**Run 1: signal wires on met3**

Scale: 6 px per um.
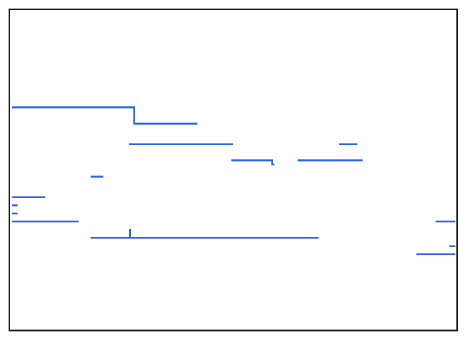
**Run 1: congestion heat map**

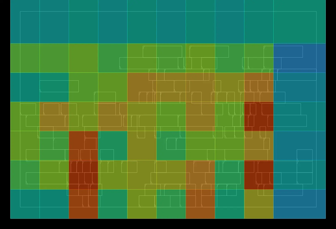
**Run 1: drive-strength map**

Scale: 4 px per um.
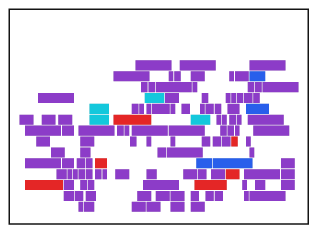
### src/rtl/mux_rr_arbiter_if.sv
// rtl/mux_rr_arbiter_if.sv - requester/arbiter bundle for the shared 4:1 mux
interface mux_rr_arbiter_if;
    logic [3:0] req;
    logic [3:0] done;
    logic [3:0] grant;
    logic [1:0] sel;
    logic       sel_valid;
    logic       timeout;

    modport master (
        output req,
        output done,
        input  grant,
        input  sel,
        input  sel_valid,
        input  timeout
    );

    modport slave (
        input  req,
        input  done,
        output grant,
        output sel,
        output sel_valid,
        output timeout
    );
endinterface

### src/rtl/mux_rr_arbiter.sv
// rtl/mux_rr_arbiter.sv - round-robin owner arbiter driving a 4:1 mux select
module mux_rr_arbiter #(
    parameter int MAX_HOLD = 8,
    parameter int CNT_W    = 8
) (
    input  logic             clk,
    input  logic             rst_n,
    mux_rr_arbiter_if.slave  bus
);

    typedef enum logic [1:0] {
        IDLE = 2'd0,
        OWN  = 2'd1,
        GAP  = 2'd2
    } state_t;

    state_t           state_q, state_d;
    logic [3:0]       grant_q, grant_d;
    logic [1:0]       sel_q, sel_d;
    logic [1:0]       last_q, last_d;
    logic             sel_valid_q, sel_valid_d;
    logic             timeout_q, timeout_d;
    logic [CNT_W-1:0] hold_cnt_q, hold_cnt_d;

    logic [1:0] winner;
    logic [1:0] scan_idx;
    logic       found;
    logic       any_req;
    logic       owner_done;
    logic       owner_req;
    logic       at_limit;

    assign any_req    = |bus.req;
    assign owner_done = bus.done[sel_q];
    assign owner_req  = bus.req[sel_q];
    assign at_limit   = (hold_cnt_q == CNT_W'(MAX_HOLD - 1));

    // Scan last+1 .. last+4 so the previous owner is considered last.
    always_comb begin
        winner   = last_q;
        scan_idx = last_q;
        found    = 1'b0;
        for (int i = 1; i <= 4; i++) begin
            scan_idx = last_q + 2'(i);
            if (!found && bus.req[scan_idx]) begin
                winner = scan_idx;
                found  = 1'b1;
            end
        end
    end

    always_comb begin
        state_d     = state_q;
        grant_d     = grant_q;
        sel_d       = sel_q;
        last_d      = last_q;
        sel_valid_d = sel_valid_q;
        hold_cnt_d  = hold_cnt_q;
        timeout_d   = 1'b0;
        case (state_q)
            IDLE, GAP: begin
                if (any_req) begin
                    state_d     = OWN;
                    grant_d     = 4'(1) << winner;
                    sel_d       = winner;
                    sel_valid_d = 1'b1;
                    last_d      = winner;
                    hold_cnt_d  = '0;
                end else begin
                    state_d = IDLE;
                end
            end
            OWN: begin
                hold_cnt_d = hold_cnt_q + CNT_W'(1);
                if (owner_done || !owner_req || at_limit) begin
                    state_d     = GAP;
                    grant_d     = 4'b0000;
                    sel_valid_d = 1'b0;
                    // Only a still-requesting owner without done was cut off by the limit.
                    timeout_d   = owner_req && !owner_done;
                end
            end
            default: begin
                state_d     = IDLE;
                grant_d     = 4'b0000;
                sel_valid_d = 1'b0;
            end
        endcase
    end

    always_ff @(posedge clk or negedge rst_n) begin
        if (!rst_n) begin
            state_q     <= IDLE;
            grant_q     <= 4'b0000;
            sel_q       <= 2'b00;
            last_q      <= 2'd3;
            sel_valid_q <= 1'b0;
            timeout_q   <= 1'b0;
            hold_cnt_q  <= '0;
        end else begin
            state_q     <= state_d;
            grant_q     <= grant_d;
            sel_q       <= sel_d;
            last_q      <= last_d;
            sel_valid_q <= sel_valid_d;
            timeout_q   <= timeout_d;
            hold_cnt_q  <= hold_cnt_d;
        end
    end

    assign bus.grant     = grant_q;
    assign bus.sel       = sel_q;
    assign bus.sel_valid = sel_valid_q;
    assign bus.timeout   = timeout_q;

endmodule

### src/flat_wrapper.sv
// flat-port wrapper written by rule: the top's interface ports become plain ports
module mux_rr_arbiter_flat 
#(
    parameter int MAX_HOLD = 8,
    parameter int CNT_W    = 8
)
  (clk, rst_n, bus_req, bus_done, bus_grant, bus_sel, bus_sel_valid, bus_timeout);
  mux_rr_arbiter_if bus_i ();
  input  logic clk;
  input  logic rst_n;
  input wire logic [$bits(bus_i.req)-1:0] bus_req;
  input wire logic [$bits(bus_i.done)-1:0] bus_done;
  output wire logic [$bits(bus_i.grant)-1:0] bus_grant;
  output wire logic [$bits(bus_i.sel)-1:0] bus_sel;
  output wire logic [$bits(bus_i.sel_valid)-1:0] bus_sel_valid;
  output wire logic [$bits(bus_i.timeout)-1:0] bus_timeout;
  assign bus_i.req = bus_req;
  assign bus_i.done = bus_done;
  assign bus_grant = bus_i.grant;
  assign bus_sel = bus_i.sel;
  assign bus_sel_valid = bus_i.sel_valid;
  assign bus_timeout = bus_i.timeout;
  mux_rr_arbiter #(.MAX_HOLD(MAX_HOLD), .CNT_W(CNT_W)) u_core (.clk(clk), .rst_n(rst_n), .bus(bus_i));
endmodule
### config.mk
export PLATFORM = sky130hd
export DESIGN_NAME = mux_rr_arbiter_flat
export DESIGN_NICKNAME = d
export VERILOG_FILES = /design/src/rtl/mux_rr_arbiter_if.sv /design/src/rtl/mux_rr_arbiter.sv /design/src/flat_wrapper.sv
export SDC_FILE = /design/constraint.sdc
export NUM_CORES = 1
export LEC_CHECK = 0
export ABC_CLOCK_PERIOD_IN_PS = 2300
export CORE_ASPECT_RATIO = 0.7
export CORE_MARGIN = 2
export CORE_UTILIZATION = 30
export DETAILED_ROUTE_END_ITERATION = 6
export GPL_TIMING_DRIVEN = 0
export HOLD_SLACK_MARGIN = 0.1
export SLEW_MARGIN = 20
export SYNTH_ARGS = -nofsm -noshare
export SYNTH_HDL_FRONTEND = slang
export SYNTH_SLANG_ARGS = --single-unit
export TNS_END_PERCENT = 100
### constraint.sdc
create_clock -name clk -period 2.3 [get_ports clk]
set_input_delay 0.345 -clock clk [delete_from_list [all_inputs] [get_ports clk]]
set_output_delay 0.345 -clock clk [all_outputs]
set_load 0.03 [all_outputs]
==> job_summary.md, run 1 <==
## PnR job results

| Metric | Value |
|---|---|
| Worst path arrival time | between 2 and 2.5 ns |
| Worst Setup Start Kind | primary input |
| Internal power | ~930 uW |
| Log Warnings | 26 |
| Hold bufs inserted after CTS | 0 |
| Via count | around 840 |
| Via density | 4.94 |
| Syn Std Cell Area | roughly 1000 sq um |
| DP Wirelength | roughly 1.7 mm |
| Post-route DRC violation count | 0 |
| Critical path endpoint category | flop |
| Max frequency | 0.525 GHz |
| Area Overhead vs Synth | 27.3% |
| Synthesis area per yosys | roughly 1000 sq um |
| Static Leakage | ~0.54 nW |
| WP depth | 5 |
| Dpl cells | ~170 |
| Reg power frac | approximately 38% |
| Xor+xnor area frac | 0% |
| CTS tree | done |
| Clock share of power | approximately 17% |
| Share of layout cells above drive strength 1 | 11.3% |
| Worst Setup SP | bus_req[3] |
| Most frequent logic cell in the layout | dfrtp_1 |
| Clock-pin slew on the worst setup and hold paths | 0.07 ns |
| Clock Tree Root | clkbuf_8 |
| Clock buffer depth | 2 |
| R2R Path End | u_core.bus.grant[1]$_DFFE_PN0P_ |
| Total CTS buffers | 3 |
| Hold Path Class | reg -> reg |
| Number of I/O port buffers | 17 |
| FF+latch count, synth | 20 |
| Finished Layout Cells | about 170 |
| Largest stage delay on the critical path | around 0.59 ns |
| Setup bufs post-CTS | 0 |
| Clk_lat worst skew | 0.26 ns |
| Worst R2R Setup Slack | 0.60 ns |
| Gate power share | a little under half |
| Die width | between 70 and 80 um |
| First-iteration detailed-routing DRC count | 41 |
| Worst reg2reg path startpoint | u_core.hold_cnt_q[3]$_DFFE_PN0P_ |
| Top cell area share | about 43% |
| Leading area contributor after synthesis | dfrtp_1 |
| Critical-path cell list | clkdlybuf4s50_1 -> nand2b_1 -> mux4_2 -> o32ai_4 -> a32o_1 |
| Tmin final | ~1.9 ns |
| Worst Hold End | u_core.bus.grant[0]$_DFFE_PN0P_ |
| Vias in the first global route | between 800 and 900 |
| Worst Skew | about 0.0057 ns |
| Critical Path RT | 2.50 ns |
| Top cells, area | dfrtp_1, dfstp_2, o21ai_0 |
| CTS sink cnt | 20 |
| Post-Synth AOI/OAI Area | between 10% and 20% |
| Synthesis warning total | 0 |
| Seq. cell area | ~500 sq um |
| Syn_nets | 114 |
| Cycle use final | a little over 80% |
| Worst reg2reg path depth | 4 |
| Row cnt | 17 |
| Least-Margin Pin Slew | slightly below 0.9 ns |
| Netlist cell types | 33 |
| Critical path's top delay family | buffers and inverters |
| Mapped Avg Cell Area | approximately 10 sq um |
| Chip height | approximately 53 um |
| And+or+nand+nor area frac | about 26% |
| Status | finished, final reports clean |
| Core box area | roughly 3200 sq um |
| Hold depth | 1 |
| # IOs | 18 |
| Critical path capture point | u_core.bus.grant[1]$_DFFE_PN0P_ |
| Layout fillers | approximately 320 |
| Gr ovfl total | 0 |
| Max-slew headroom | between 40% and 50% |
| Switching part of the total | slightly above 40% |
| First-pass GRT wire length | 3.83 mm |
| Hold Vio Cnt, Final | 0 |
| Initial antenna violation count | 0 |
| RSZ-0062 raised after global routing | no |
| Pwr/cell area | between 1000 and 1500 nW/um^2 |
| Antenna Nets Post-Route | 0 |
| Nets@finish | 136 |
| Top Layout Cells | dfrtp_1, clkdlybuf4s50_1, nand2_1 |
| Worst path bufs/invs | 1 |
| Logic cell area | around 520 sq um |
| Final setup viols | 0 |
| Crit-path max FO | 6 |
| Init Core Util | 32.2% |
| Slew Limit Fails | 0 |
| Clock H-tree levels | 1 |
| Slowest cell on crit path | clkdlybuf4s50_1 |
| Post_cts resized | 0 |
| Drt pass-1 iters | 4 |
| Max_cap viols | 0 |
| VDD IR-drop max | roughly 0.00062 V |
| Gpl congestion | 0.696 |
| Adder Share, Synth | under 10% |
| Switch Pwr | around 640 uW |
| Register area share after synthesis | between 40% and 50% |
| Hold wc startpoint | u_core.bus.grant[0]$_DFFE_PN0P_ |
| Cells after Synth | about 100 |
| Antenna cells | 0 |
| Die Area | 3960 sq um |
| Largest net degree at the start of global routing | 21 |
| Final WL | 2.23 mm |
| Setup TNS | 0 ns |
| Cell total in the yosys stat output | approximately 100 |
| Top logic family | simple AND/OR/NAND/NOR gates |
| WS Path Type | in -> reg |
| Mux cell area share | just over 5% |
## Picture notes: 'signal wires on met3'
main direction: horizontal
nets with wire on the layer: 12
share of all routed wire: 6.3%

## Picture notes: 'congestion heat map'
GR met3 Demand/Resource: 4.95%
met1 GRT Util: 18.6%
drt wl/cell: 13.1 um
GRT Util Overall: 13.1%

## Picture notes: 'drive-strength map'
legend:
  drive 2:
    colour: red
    cells: 6
  drive 1 or less:
    colour: purple
    cells: 110
  drive 6 and up:
    colour: cyan
    cells: 4
  drive 3 to 4:
    colour: blue
    cells: 4

==> run 1: cells in the mapped netlist, drive strengths merged <==
cell type	count
nor4	1
nand4	1
o32ai	2
nand3	8
mux2i	3
nor2	10
a21oi	3
or2b	2
inv	2
o21ai	10
dfrtp	18
nor3	2
and3	1
or2	1
mux4	1
a21o	2
or4	2
o21a	3
o2bb2ai	2
clkbuf	1
nand2b	6
nor2b	2
a31oi	1
and2b	1
buf	1
ha	1
a211oi	1
nand2	11
dfstp	2
a32o	2
==> run 1: area by class of cell <==
class | count | share of cell area [%]
sequential | 20 | 38.0
buffer | 2 | 0.661
inverter | 2 | 0.567
multi-input combinational | 79 | 39.4
tap | 47 | 4.44
clock buffer | 4 | 4.15
timing repair buffer | 17 | 12.8
==> run 1: layer usage <==
metal,up-vias,track usage (%),wire (um)
li1,417,-,-
met1,406,18.6,1180
met2,21,19.0,914
met3,0,4.95,139
met4,0,2.08,0
met5,-,0,0
==> run 1: power by group through the flow <==
stage	logic, mW	clock network (mW)	registers, mW
finish	0.712	0.272	0.591
CTS	0.718	0.281	0.592
detailed placement	0.716	0	0.597
global placement	0.707	0	0.595
floorplan	0.371	0	0.691
global route	0.796	0.292	0.614
==> run 1: stage by stage <==
stage	area, sq um	hold WS (ns)	utilization (%)	setup slack (ns)	power (mW)
global placement	1270	0.468	39.3	0.161	1.30
global route	1330	0.504	41.0	0.284	1.70
floorplan	1040	0.0494	-	0.635	1.06
finish	1330	0.490	41.0	0.395	1.58
CTS	1330	0.493	41.0	0.395	1.59
detailed placement	1270	0.477	39.3	0.126	1.31
==> run 1: state kept, by name (all words and copies together) (netlist names) <==
register,count
u_core.bus.grant,4
u_core.bus.sel,2
u_core.hold_cnt_q,8
u_core.bus.sel_valid,1
u_core.bus.timeout,1
u_core.last_q,2
u_core.state_q,2
**Run 1: placed cells, one colour a class**

Scale: 4 px per um. Fill, decap, tap and diode cells in grey.
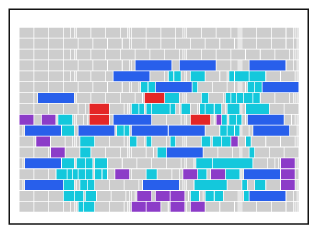

--- run 2 (diff from run 1) ---
--- a/config.mk
+++ b/config.mk
@@ -5,7 +5,7 @@
 export SDC_FILE = /design/constraint.sdc
 export NUM_CORES = 1
 export LEC_CHECK = 0
-export ABC_CLOCK_PERIOD_IN_PS = 2300
+export ABC_CLOCK_PERIOD_IN_PS = 1830
 export CORE_ASPECT_RATIO = 0.7
 export CORE_MARGIN = 2
 export CORE_UTILIZATION = 30
==> constraint.sdc (replaced) <==
create_clock -name clk -period 1.83 [get_ports clk]
set_input_delay 0.2745 -clock clk [delete_from_list [all_inputs] [get_ports clk]]
set_output_delay 0.2745 -clock clk [all_outputs]
set_load 0.03 [all_outputs]
**Run 2: placed cells, one colour a class**

Scale: 4 px per um. Fill, decap, tap and diode cells in grey.
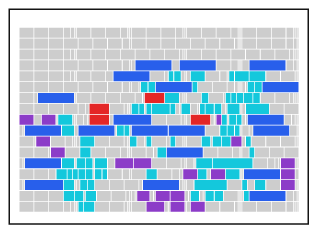
legend:
  clock drivers and dummy loads:
    colour: red
    cells: 4
    share_of_their_area: 4.3%
  flip-flops:
    colour: blue
    cells: 20
    share_of_their_area: 39%
  all other logic:
    colour: cyan
    cells: 81
    share_of_their_area: 42%
  other buffers and delay cells:
    colour: purple
    cells: 19
    share_of_their_area: 15%

**Run 2: gate-type map**

Scale: 4 px per um.
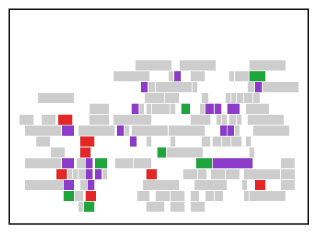
legend:
  AND-OR and OR-AND gates:
    colour: red
    cells: 7
    most_used: o21a_1
  inverting AOI/OAI gates:
    colour: purple
    cells: 19
    most_used: o21ai_0
  AND and OR gates:
    colour: green
    cells: 7

**Run 2: signal wires on met3**

Scale: 6 px per um.
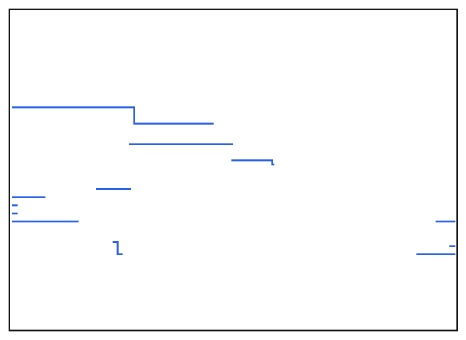
wire length on this layer: 97.0 um
longest straight run: 20.2 um
main direction: horizontal
share of all routed wire: 4.3%
nets with wire on the layer: 11
via count: 831
final WL: 2.25 mm

==> job_summary.md, run 2 <==
## PnR job results

| Metric | Value |
|---|---|
| Worst reg2reg path startpoint | u_core.hold_cnt_q[3]$_DFFE_PN0P_ |
| Max_cap viols | 0 (unchanged) |
| Final setup viols | 0 (unchanged) |
| First-pass GRT wire length | 3.82 mm (-0.18%) |
| Worst R2R Setup Slack | 0.12 ns (-0.48 ns) |
| Least-Margin Pin Slew | 0.895 ns (-0.000449 ns) |
| Adder Share, Synth | 1.20% (unchanged) |
| Post-Place Worst Slack | -0.273 ns (-0.399 ns) |
| Largest register FFs | 8 (unchanged) |
| Final Hold Slack | 0.489 ns (-0.000462 ns) |
| Hold Path Class | reg -> reg |
| Die width | 74.4 um (unchanged) |
| Most frequent logic cell in the layout | dfrtp_1 |
| Init Core Util | 32.2% (unchanged) |
| Hold bufs inserted after CTS | 0 (unchanged) |
| Top Layout Cells | dfrtp_1, clkdlybuf4s50_1, nand2_1 |
| CTS sink cnt | 20 (unchanged) |
| Antenna Nets Post-Route | 0 (unchanged) |
| Top-count cell post-synth | dfrtp_1 |
| Status | finished, final reports clean |
| Critical-path cell list | or4_4 -> nor3_4 -> o32ai_4 -> a32o_1 |
| Setup TNS | 0 ns (unchanged) |
| Mapped Avg Cell Area | 10.1 sq um (unchanged) |
| Vias in the first global route | 810 (-0.49%) |
| Synth Flop Type | dfrtp_1 |
| Top logic family | simple AND/OR/NAND/NOR gates |
| WP depth | 4 (-1) |
| Cycle use final | 93.3% |
| Clock-pin slew on the worst setup and hold paths | 0.08 ns (about the same) |
| Xor+xnor area frac | 0% (unchanged) |
| CTS tree | done |
| Drt wl/cell | 13.1 um (+0.72%) |
| Critical path endpoint category | flop |
| Clk_lat worst skew | 0.26 ns (about the same) |
| Post-synth EDFFs | 0 (unchanged) |
| Netlist cell types | 33 (unchanged) |
| Commonest cells in the netlist | dfrtp_1, nand2_1, nor2_1 |
| Leading area contributor after synthesis | dfrtp_1 |
| Gpl congestion | 0.696 (unchanged) |
| DP Wirelength | 1.68 mm (unchanged) |
| Synthesis area per yosys | 1040 sq um (unchanged) |
| Log Warnings | 26 (unchanged) |
| Critical Path RT | 1.98 ns (-0.52 ns) |
| Largest register by flop count | u_core.hold_cnt_q |
| Placed Area | 1270 sq um (unchanged) |
| Max frequency | approximately 0.59 GHz |
| Antenna cells | 0 (unchanged) |
| Worst path bufs/invs | 0 (-1) |
| Cell total in the yosys stat output | 103 (unchanged) |
| Drt pass-1 iters | 4 (unchanged) |
| Slew Limit Fails | 0 (unchanged) |
| Top cell area share | 43.3% (unchanged) |
| Nets@finish | 136 (unchanged) |
| Fin util | 41.3% (+0.27 points) |
| Chip height | 53.3 um (unchanged) |
| Top cells, area | dfrtp_1, dfstp_2, o21ai_0 |
| Via density | 4.86 (-1.5%) |
| Post-Synth AOI/OAI Area | 18.3% (unchanged) |
| Share of layout cells above drive strength 1 | 11.3% (unchanged) |
| Clock buffer depth | 2 (unchanged) |
| Dpl cells | 167 (unchanged) |
| VDD IR-drop max | 0.000785 V (+26%) |
| Worst Setup Start Kind | flop |
| Pwr/cell area | 1490 nW/um^2 (+25%) |
| Static Leakage | 0.570 nW (+5.5%) |
| Setup ws final | 0.122 ns (-0.273 ns) |
| Initial antenna violation count | 0 (unchanged) |
| Register area share after synthesis | 48.3% (unchanged) |
| Worst path arrival time | 1.86 ns (-0.24 ns) |
| Worst Skew | 0.00677 ns (+0.00106 ns) |
| Hold depth | 1 (unchanged) |
| Synth async-reset ratio | 100% (unchanged) |
| Cells after Synth | 103 (unchanged) |
| Hold wc startpoint | u_core.bus.grant[0]$_DFFE_PN0P_ |
| Tmin final | 1.71 ns |
| Post-route DRC violation count | 0 (unchanged) |
| Critical path's top delay family | simple AND/OR/NAND/NOR gates |
| Clock Tree Root | clkbuf_8 |
| Syn_nets | 114 (unchanged) |
| Max-slew headroom | 40.2% (about the same) |
| Finished Layout Cells | 171 (unchanged) |
| Largest net degree at the start of global routing | 21 (unchanged) |
| R2R Path End | u_core.bus.grant[1]$_DFFE_PN0P_ |
| Synthesis warning total | 0 (unchanged) |
| Total power | 1.99 mW (+26%) |
| Clock H-tree levels | 1 (unchanged) |
| Hold Vio Cnt, Final | 0 (unchanged) |
| And+or+nand+nor area frac | 25.6% (unchanged) |
| Area Overhead vs Synth | 28.1% |
| First-iteration detailed-routing DRC count | 43 (+4.9%) |
| Mux cell area share | 5.05% (unchanged) |
| Largest stage delay on the critical path | 0.54 ns (-0.05 ns) |
| Row cnt | 17 (unchanged) |
| GRT Util Overall | 13.1% (+0.041 points) |
| Die Area | 3960 sq um (unchanged) |
| Crit-path max FO | 5 (-1) |
| Core box area | 3230 sq um (unchanged) |
| WS Path Type | reg -> reg |
| # IOs | 18 (unchanged) |
run 2: worst max path at each step:
| stage | startpoint | end |
|---|---|---|
| after floorplan | u_core.bus.sel[0]$_DFFE_PN0N_ | u_core.bus.grant[1]$_DFFE_PN0P_ |
| after global placement | bus_req[0] | u_core.bus.grant[2]$_DFFE_PN0P_ |
| after detailed placement | bus_req[0] | u_core.bus.grant[1]$_DFFE_PN0P_ |
| after CTS | bus_req[2] | u_core.hold_cnt_q[4]$_DFFE_PN0P_ |
| after global routing | u_core.hold_cnt_q[3]$_DFFE_PN0P_ | u_core.bus.grant[3]$_DFFE_PN0P_ |
| final | u_core.hold_cnt_q[3]$_DFFE_PN0P_ | u_core.bus.grant[1]$_DFFE_PN0P_ |
run 2: what timing repair did:
action,4_1_cts,5_1_grt
setup endpoints to repair,1,10
buffers inserted,0,0
hold endpoints to repair,0,0
resized,1,4
pin swaps,1,0
run 2: layout make-up:
| type | instances | area (sq um) |
|---|---|---|
| fill | 317 | 1900 |
| multi-input combinational | 79 | 522 |
| sequential | 20 | 503 |
| timing repair buffer | 17 | 176 |
| tap | 47 | 58.8 |
| clock buffer | 4 | 55.1 |
| buffer | 2 | 11.3 |
| inverter | 2 | 7.51 |
run 2: metal layers:
layer	up-vias	global-route usage [%]	wire length, um
li1	416	-	-
met1	398	18.8	1220
met3	0	4.95	96
met4	0	2.08	0
met5	-	0	0
met2	17	18.9	928
run 2: where the power goes:
| group | switching (mW) | internal, mW | leakage (nW) |
|---|---|---|---|
| Combinational | 0.518 | 0.382 | 0.284 |
| Clock | 0.152 | 0.192 | 0.0288 |
| Sequential | 0.143 | 0.604 | 0.257 |
| Total | 0.812 | 1.18 | 0.570 |
--- run 3 (diff from run 2) ---
--- a/config.mk
+++ b/config.mk
@@ -12,7 +12,7 @@
 export DETAILED_ROUTE_END_ITERATION = 6
 export GPL_TIMING_DRIVEN = 0
 export HOLD_SLACK_MARGIN = 0.1
-export SLEW_MARGIN = 20
+export SLEW_MARGIN = 5
 export SYNTH_ARGS = -nofsm -noshare
 export SYNTH_HDL_FRONTEND = slang
 export SYNTH_SLANG_ARGS = --single-unit
**Run 3: gate-type map**

Scale: 4 px per um.
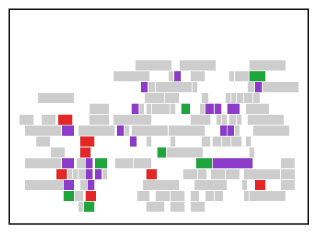
legend:
  inverting AOI/OAI gates:
    colour: purple
    cells: 19
    most_used: o21ai_0
  AND and OR gates:
    colour: green
    cells: 7
  AND-OR and OR-AND gates:
    colour: red
    cells: 7
    most_used: o21a_1

**Run 3: congestion heat map**

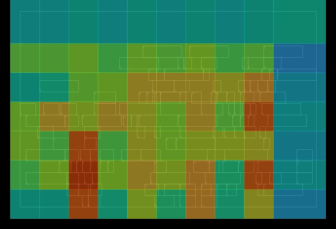
drt wl/cell: 13.1 um
grt met2 use: 18.9%
GRT Util Overall: 13.1%

**Run 3: drive-strength map**

Scale: 4 px per um.
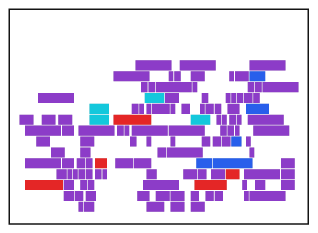
legend:
  drive 1 or less:
    colour: purple
    cells: 110
  drive 2:
    colour: red
    cells: 5
  drive 6 and up:
    colour: cyan
    cells: 4
  drive 3 to 4:
    colour: blue
    cells: 5
Area Overhead vs Synth: 28.1%
setup ws final: 0.122 ns
Signal buffers: 19
design area: 1330 sq um

==> job_summary.md, run 3 <==
## PnR job results

| Metric | Value |
|---|---|
| Via density | 4.86 (unchanged) |
| FF+latch count, synth | 20 |
| Signal buf overhead | 14.1% (unchanged) |
| Syn_nets | 114 (unchanged) |
| Syn Std Cell Area | between 1000 and 1500 sq um |
| R2R Path End | u_core.bus.grant[1]$_DFFE_PN0P_ |
| Vias in the first global route | 810 (unchanged) |
| Initial antenna violation count | 0 (unchanged) |
| Adder Share, Synth | 1.20% (unchanged) |
| Critical Path RT | 1.98 ns (about the same) |
| Netlist cell types | 33 (unchanged) |
| Cycle use final | 93.3% (unchanged) |
| Tmin final | 1.71 ns (unchanged) |
| Top Usage Layer GRT | met2 |
| Combinational share of cell area | 39.1% (unchanged) |
| Hold Path Class | reg -> reg |
| Met3 WL | 96 um (unchanged) |
| Setup bufs post-CTS | 0 (unchanged) |
| Met1 Wirelength | 1.22 mm (unchanged) |
| Worst Setup Start Kind | flop |
| Chip height | 53.3 um (unchanged) |
| CTS tree | done |
| CTS sink cnt | 20 (unchanged) |
| Inverter count of the layout excluding clock inverters | 2 (unchanged) |
| Synthesis area per yosys | 1040 sq um (unchanged) |
| Slew Limit Fails | 0 (unchanged) |
| RSZ-0062 raised after global routing | no |
| Top-count cell post-synth | dfrtp_1 |
| Number of I/O port buffers | 17 |
| Static Leakage | 0.570 nW (unchanged) |
| Met2 Wirelength | 928 um (unchanged) |
| Antenna Nets Post-Route | 0 (unchanged) |
| Row cnt | 17 (unchanged) |
| Drt pass-1 iters | 4 (unchanged) |
| Nets@finish | 136 (unchanged) |
| Mapped Avg Cell Area | 10.1 sq um (unchanged) |
| Max layer used | met3 |
| Worst Skew | 0.00677 ns (unchanged) |
| Sequential fraction of total cell area | 37.7% (unchanged) |
| Switch Pwr | 812 uW (unchanged) |
| Cell total in the yosys stat output | 103 (unchanged) |
| Die Area | 3960 sq um (unchanged) |
| VDD IR-drop max | 0.000785 V (unchanged) |
| Least-Margin Pin Slew | 0.895 ns (unchanged) |
| And+or+nand+nor area frac | 25.6% (unchanged) |
| Max_cap viols | 0 (unchanged) |
| Final setup viols | 0 (unchanged) |
| Antenna cells | 0 (unchanged) |
| Top cells, area | dfrtp_1, dfstp_2, o21ai_0 |
| Clock-pin slew on the worst setup and hold paths | 0.08 ns (about the same) |
| Via count | 831 (unchanged) |
| Setup TNS | 0 ns (unchanged) |
| DP Wirelength | 1.68 mm (unchanged) |
| Cells after Synth | 103 (unchanged) |
| Critical path endpoint category | flop |
| Synth Flop Type | dfrtp_1 |
| Crit-path max FO | 5 (unchanged) |
| Hold Vio Cnt, Final | 0 (unchanged) |
| Post-synth EDFFs | 0 (unchanged) |
| Gpl congestion | 0.696 (unchanged) |
| Finished Layout Cells | 171 (unchanged) |
| Xor+xnor area frac | 0% (unchanged) |
| Leading area contributor after synthesis | dfrtp_1 |
| Clk_lat worst skew | 0.26 ns (about the same) |
| Clock Tree Root | clkbuf_8 |
| Biggest Area Class | multi-input combinational cells |
| Hold depth | 1 (unchanged) |
| Post-Synth AOI/OAI Area | 18.3% (unchanged) |
| Hold bufs inserted after CTS | 0 (unchanged) |
| First-iteration detailed-routing DRC count | 43 (unchanged) |
| Die width | 74.4 um (unchanged) |
| Worst path arrival time | 1.86 ns (about the same) |
| Largest register by flop count | u_core.hold_cnt_q |
| GR met3 Demand/Resource | 4.95% (unchanged) |
| Pwr/cell area | 1490 nW/um^2 (unchanged) |
| Top cell area share | 43.3% (unchanged) |
| First-pass GRT wire length | 3.82 mm (unchanged) |
| Layout fillers | 317 (unchanged) |
| Worst reg2reg path startpoint | u_core.hold_cnt_q[3]$_DFFE_PN0P_ |
| Core box area | 3230 sq um (unchanged) |
| Worst R2R Setup Slack | 0.12 ns (about the same) |
| Top Layout Cells | dfrtp_1, clkdlybuf4s50_1, nand2_1 |
| Largest register FFs | 8 (unchanged) |
| Logic cell area | 522 sq um (unchanged) |
| Largest net degree at the start of global routing | 21 (unchanged) |
| Clock H-tree levels | 1 (unchanged) |
| Fin util | 41.3% (unchanged) |
| Total CTS buffers | 3 |
| Final WL | 2.25 mm (unchanged) |
| Register area share after synthesis | 48.3% (unchanged) |
| Seq. cell area | 503 sq um (unchanged) |
| Gate power share | 45.2% (about the same) |
| Top logic family | simple AND/OR/NAND/NOR gates |
| Post_cts resized | 1 (unchanged) |
| Init Core Util | 32.2% (unchanged) |
| Internal power | 1.18 mW (unchanged) |
| Synth async-reset ratio | 100% (unchanged) |
| Most frequent logic cell in the layout | dfrtp_1 |
| Post-route DRC violation count | 0 (unchanged) |
| Status | finished, final reports clean |
| Synthesis warning total | 0 (unchanged) |
| Hold wc startpoint | u_core.bus.grant[0]$_DFFE_PN0P_ |
| WS Path Type | reg -> reg |
| Combinational Gates | 79 (unchanged) |
| N_taps | 47 (unchanged) |
| Worst reg2reg path depth | 4 |
| Seq cells | 20 (unchanged) |
| Clock share of power | 17.3% (about the same) |
| Commonest cells in the netlist | dfrtp_1, nand2_1, nor2_1 |
| Log Warnings | 26 (unchanged) |
| # IOs | 18 (unchanged) |
| Share of layout cells above drive strength 1 | 11.3% (unchanged) |
| Max-slew headroom | 40.2% (unchanged) |
| Worst Hold End | u_core.bus.grant[0]$_DFFE_PN0P_ |
| Switching part of the total | 40.8% (unchanged) |
| Max frequency | 0.585 GHz (unchanged) |
| Clk tree area frac | 4.13% (unchanged) |
| Dpl cells | 167 (unchanged) |
| Reg power frac | 37.5% (about the same) |
| Mux cell area share | 5.05% (unchanged) |
| Gr ovfl total | 0 |
| Met1 GRT Util | 18.8% (unchanged) |
| Clock Buffer Count | 4 (unchanged) |
| Clock buffer depth | 2 (unchanged) |
run 3: cell counts after synthesis:
Identical to the previous run, type by type.
run 3: power groups by stage:
stage / sequential (mW) / clock [mW] / combinational, mW
6_report: 0.747 / 0.343 / 0.900
3_3_place_gp: 0.747 / 0 / 0.889
4_1_cts: 0.744 / 0.353 / 0.902
3_5_place_dp: 0.750 / 0 / 0.900
2_1_floorplan: 0.868 / 0 / 0.467
5_1_grt: 0.772 / 0.368 / 1.01
run 3: metrics by stage:
stage	worst slack (ns)	power (mW)	area (sq um)	hold slack (ns)
finish	0.122	1.99	1330	0.489
global route	0.0601	2.15	1330	0.504
CTS	0.0361	2.00	1320	0.493
detailed placement	-0.273	1.65	1270	0.477
global placement	-0.239	1.64	1270	0.468
floorplan	0.165	1.34	1040	-0.0211
run 3: worst max-delay path, stage by stage (launching register included):
cell and delay, ns:
dfrtp_1 0.44, or4_4 0.54, nor3_4 0.22, o32ai_4 0.16, a32o_1 0.23
run 3: worst max path at each step:
stage | start | to | slack, ns | depth (start not counted)
2_1_floorplan | u_core.bus.sel[0]$_DFFE_PN0N_ | u_core.bus.grant[1]$_DFFE_PN0P_ | 0.16 | 3
3_3_place_gp | bus_req[0] | u_core.bus.grant[2]$_DFFE_PN0P_ | -0.24 | 5
3_5_place_dp | bus_req[0] | u_core.bus.grant[1]$_DFFE_PN0P_ | -0.27 | 5
4_1_cts | bus_req[2] | u_core.hold_cnt_q[4]$_DFFE_PN0P_ | 0.04 | 6
5_1_grt | u_core.hold_cnt_q[3]$_DFFE_PN0P_ | u_core.bus.grant[3]$_DFFE_PN0P_ | 0.06 | 4
6_report | u_core.hold_cnt_q[3]$_DFFE_PN0P_ | u_core.bus.grant[1]$_DFFE_PN0P_ | 0.12 | 4
Power is estimated from default activity; no workload was simulated.
